`config.mk`:
```
export PLATFORM = sky130hd
export DESIGN_NAME = seq_detector_prog
export DESIGN_NICKNAME = d
export VERILOG_FILES = /design/src/rtl/seq_detector_prog.sv
export SDC_FILE = /design/constraint.sdc
export NUM_CORES = 1
export LEC_CHECK = 0
export CAP_MARGIN = 40
export CORE_MARGIN = 3
export CORE_UTILIZATION = 33
export CTS_BUF_LIST = sky130_fd_sc_hd__clkbuf_16
export DETAILED_ROUTE_END_ITERATION = 16
export SLEW_MARGIN = 0
export SYNTH_ARGS = -nofsm -noshare
export SYNTH_HDL_FRONTEND = slang
export SYNTH_SLANG_ARGS = --single-unit
```
`constraint.sdc`:
```
create_clock -name clk -period 3.5 [get_ports clk]
set_input_delay 0.7 -clock clk [delete_from_list [all_inputs] [get_ports clk]]
set_output_delay 0.7 -clock clk [all_outputs]
set_load 0.05 [all_outputs]
```
`src/rtl/seq_detector_prog.sv`:
```
// Programmable Mealy serial sequence detector: runtime-loadable pattern of 1..MAX_LEN bits,
// selectable overlap mode, saturating match counter and a registered copy of the match pulse.
module seq_detector_prog #(
   parameter int                 MAX_LEN     = 8,
   parameter int                 CNT_W       = 8,
   parameter logic [MAX_LEN-1:0] RST_PATTERN = 8'b0000_1011,
   parameter int                 RST_LEN     = 4,
   localparam int                LW          = $clog2(MAX_LEN + 1)
) (
   input  logic               clk,
   input  logic               reset,
   input  logic               in_valid,
   input  logic               inp,
   input  logic               cfg_load,
   input  logic [MAX_LEN-1:0] cfg_pattern,
   input  logic [LW-1:0]      cfg_len,
   input  logic               overlap_en,
   input  logic               cnt_clr,
   output logic               out,
   output logic               out_q,
   output logic [CNT_W-1:0]   match_cnt
);

   logic [MAX_LEN-1:0] pat_q, pat_d;
   logic [LW-1:0]      len_q, len_d;
   // The oldest history bit is shifted out before it can ever be compared, so only
   // MAX_LEN-1 bits are stored; the incoming bit completes the window.
   logic [MAX_LEN-2:0] hist_q, hist_d;
   logic [LW-1:0]      fill_q, fill_d;
   logic [CNT_W-1:0]   match_cnt_q, match_cnt_d;

   logic [MAX_LEN-1:0] cand;
   logic [MAX_LEN-1:0] len_mask;
   logic [LW:0]        fill_p1;
   logic [LW-1:0]      cfg_len_clamped;
   logic               fill_reached;
   logic               pattern_hit;
   logic               out_d;

   assign cand            = {hist_q, inp};
   assign fill_p1         = {1'b0, fill_q} + (LW + 1)'(1);
   assign fill_reached    = fill_p1 >= {1'b0, len_q};
   assign cfg_len_clamped = (cfg_len > LW'(MAX_LEN)) ? LW'(MAX_LEN) : cfg_len;

   // NOTE: every variable written in an always_comb gets a default first, so no path
   // leaves it unassigned and no latch is inferred.
   always_comb begin
      len_mask = '0;
      for (int i = 0; i < MAX_LEN; i++) begin
         len_mask[i] = (i < int'(len_q));
      end
   end

   assign pattern_hit = (((cand ^ pat_q) & len_mask) == '0);

   // Mealy output: the completing bit raises out in its own cycle; forced low during reset.
   assign out_d = reset & in_valid & ~cfg_load & (len_q != '0) & fill_reached & pattern_hit;
   assign out   = out_d;

   always_comb begin
      pat_d  = pat_q;
      len_d  = len_q;
      hist_d = hist_q;
      fill_d = fill_q;
      if (cfg_load) begin
         pat_d  = cfg_pattern;
         len_d  = cfg_len_clamped;
         hist_d = '0;
         fill_d = '0;
      end else if (in_valid) begin
         hist_d = cand[MAX_LEN-2:0];
         if (out_d && !overlap_en) begin
            fill_d = '0;
         end else if (fill_q < len_q) begin
            fill_d = fill_p1[LW-1:0];
         end
      end
   end

   always_comb begin
      match_cnt_d = match_cnt_q;
      if (cnt_clr) begin
         match_cnt_d = out_d ? CNT_W'(1) : '0;
      end else if (out_d && !(&match_cnt_q)) begin
         match_cnt_d = match_cnt_q + CNT_W'(1);
      end
   end

   // NOTE: state registers use non-blocking assignments so every flop samples the
   // pre-edge values computed above, independent of statement order.
   always_ff @(posedge clk or negedge reset) begin
      if (!reset) begin
         pat_q       <= RST_PATTERN;
         len_q       <= LW'(RST_LEN);
         hist_q      <= '0;
         fill_q      <= '0;
         out_q       <= 1'b0;
         match_cnt_q <= '0;
      end else begin
         pat_q       <= pat_d;
         len_q       <= len_d;
         hist_q      <= hist_d;
         fill_q      <= fill_d;
         out_q       <= out_d;
         match_cnt_q <= match_cnt_d;
      end
   end

   assign match_cnt = match_cnt_q;

endmodule

```
**Sequential cells grouped by signal name**

Scale bar: 20 µm. Other sequential cells in the stronger gray, the rest of the logic in the fainter gray.
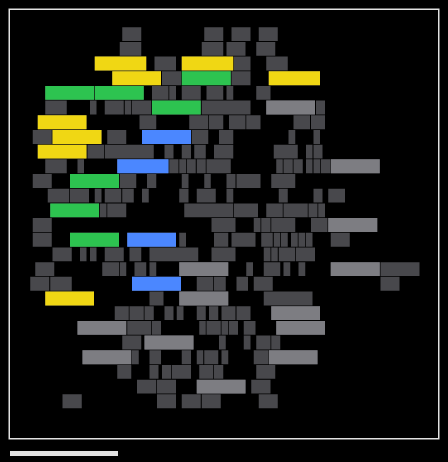
len_q: marked blue, flops 4. hist_q: marked green, flops 7, where top left. pat_q: marked yellow, flops 8.
FF+latch area: 806 µm²
seq pwr: 0.411 mW
Seq/total area: 35.0%

**Placed cells, one color a class**

Scale bar: 20 µm. Fill, decap, tap and diode cells in gray.
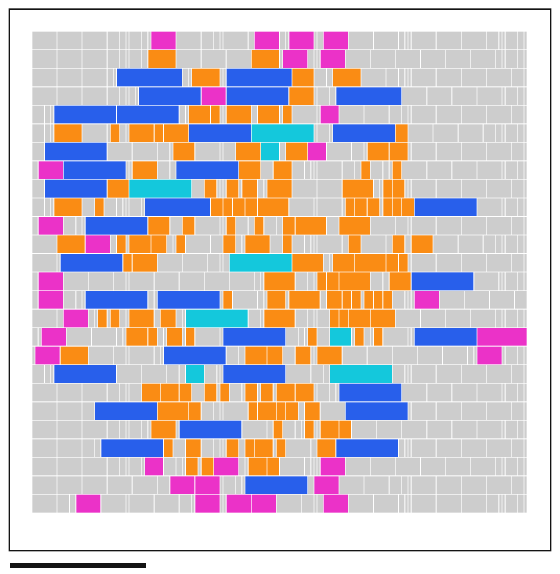
other buffers and delay cells: marked magenta, cells 31. combinational and other logic: marked orange, cells 140. clock drivers and dummy loads: marked cyan, cells 8. flops: marked blue, cells 32.
Row Count: 26
fin area: 2300 µm²

==> impl_metrics.toml <==
# flow metrics
[critical_path]
endpoint = "out"
critical_path_class = "input port to output port"
path_buffers = 3
r2r_setup_slack_ps = 830
worstPathArrival_ps = 2350
crit_fanout = 4
rr_worst_depth = 8
crit_family = "buffers and inverters"
crit_start = "reset"
cp_cell_sequence = "clkdlybuf4s50_1 > and3b_1 > o211ai_1 > nor4_2 > nand2_1 > inv_1 > buf_12"
required_ps = 2800
cp_num_cells = 7
crit_path_end_kind = "output port"
crit_slowest_cell = "clkdlybuf4s50_1"

[yosys]
simple_gate_share_pct = 14.0
ys_cells = 177
synthTopLogicFamily = "AND-OR/OR-AND gates"
synth-seq-cells = 32
syn_area_um2 = 1770
yosys_area_um2 = 1770
synthesis.nets = 206
synth_seq_share_pct = 45.5
ys_sh_aoi_pct = 14.1
synthAdderAreaFrac_pct = 7.06
syn_area_per_cell_um2 = 10.0
xor_share_pct = 4.94
postSynth.asyncResetShare_pct = 100
mux_share_pct = 10.2
flop_cell = "dfrtp_1"
edf_count = 0

[finish]
layout_top_cells = "28 x dfrtp_1, 27 x clkdlybuf4s50_1, 15 x inv_1, 15 x nor2_1, 13 x nand2_1"
drive_gt1_share_pct = 12.8
diodes = 0
combGateArea_um2 = 890
syn_to_final_growth_pct = 29.9
fin_nets = 239

[detailed_routing]
routed_wl_um = 3580
highest_layer = "met4"
first_pass_iters = 4
routed_via_density = 4.89
drc = 0
met1_length_um = 1780
wl_met3_um = 112
wl_per_cell_um = 12.7

[hold_path]
min_from = "pat_q[2]"
timing.hold.worst_endpoint = "pat_q[2]"
hold_class = "register to register"
holdPathStages = 1

[timing]
tns_ps = 0
period_used_pct = 87.0
holdWs_ps = 529
finalCriticalPeriod_ps = 3050
maxSlewViolCount = 0
max_freq_mhz = 328
worstMarginPinSlew_ps = 580
skew_ps = 5.15
slew-limit-headroom_pct = 60.9

[floorplanning]
chipArea_um2 = 6280
die_x_um = 79.3
pin_count = 29
die_h_um = 79.3
core_region_area_um2 = 5140

[grt]
grt_max_degree = 33
overflow = 0
grt_use_met1_pct = 16.9
grt_pass1_vias = 1301
grt_pass1_wl_um = 6200
grtUsageMet3_pct = 3.51
grt_antenna_before_repair = 0
grt_use_total_pct = 12.7
grtUsageMet2_pct = 19.9
grt.busiest_layer = "met2"

[power]
ir_drop_mv = 0.266
p_leak_nw = 1.02
p_per_area_nw_per_um2 = 421

[cts]
cts_setup_buffers = 0
clock_path_buffers = 2
path_clk_slew_ps = 60
cts_tree = "yes"
cts-resized-gates = 0
htree_levels = 2
ctsRootBufferMaster = "clkbuf_16"

[placed_design]
dp_hpwl_um = 2650
portBuffers = 28
gp_congestion = 0.806

[run_status]
outcome = "finished clean"

[job]
cap_violations = 0
warning_count = 27
## state kept, by name (all words and copies together), names as in the netlist
| register | count |
|---|---|
| hist_q | 7 |
| match_cnt | 8 |
| fill_q | 4 |
| len_q | 4 |
| pat_q | 8 |
| out_q | 1 |
## Yosys cell counts, drive strengths merged, types with 3 or more instances
master,count,area (µm²)
mux2,8,90.1
nand2,13,48.8
buf,3,12.5
xnor2,5,43.8
nand3,10,55.1
o21ai,6,30.0
mux2i,9,90.1
o22ai,4,25.0
xor2,5,43.8
nor2,15,56.3
a21oi,11,55.1
ha,10,125
inv,15,56.3
dfstp,4,105
o21a,4,30.0
dfrtp,28,701
## where the power goes
| part | internal, mW | total [mW] | switching [mW] |
|---|---|---|---|
| registers | 0.392 | 0.411 | 0.0191 |
| logic | 0.0668 | 0.133 | 0.0659 |
| clock network | 0.264 | 0.425 | 0.161 |
## layout make-up
cell class | instances | share of cell area [%]
timing repair buffer | 31 | 13.6
clock buffer | 5 | 5.44
clock inverter | 3 | 1.03
inverter | 15 | 2.45
tap | 70 | 3.81
sequential | 32 | 35.0
multi-input combinational | 125 | 38.7
## metrics by stage
step / cells / worst slack (ps) / instance area [µm²] / utilization (%)
floorplan: 177 / 885 / 1770 / -
global placement: 273 / 485 / 2150 / 41.9
finish: 281 / 454 / 2300 / 44.8
CTS: 281 / 421 / 2300 / 44.8
global route: 281 / 352 / 2300 / 44.8
detailed placement: 273 / 440 / 2150 / 41.9
## worst register-to-register path: cells and delay by family (launching register included)
kind / cells / cell delay [ps]
AND/OR/NAND/NOR: 2 / 780
adder cells (fa/ha/maj): 2 / 620
AND-OR/OR-AND: 4 / 740
flip-flops: 1 / 440
Power and IR drop assume default switching activity.
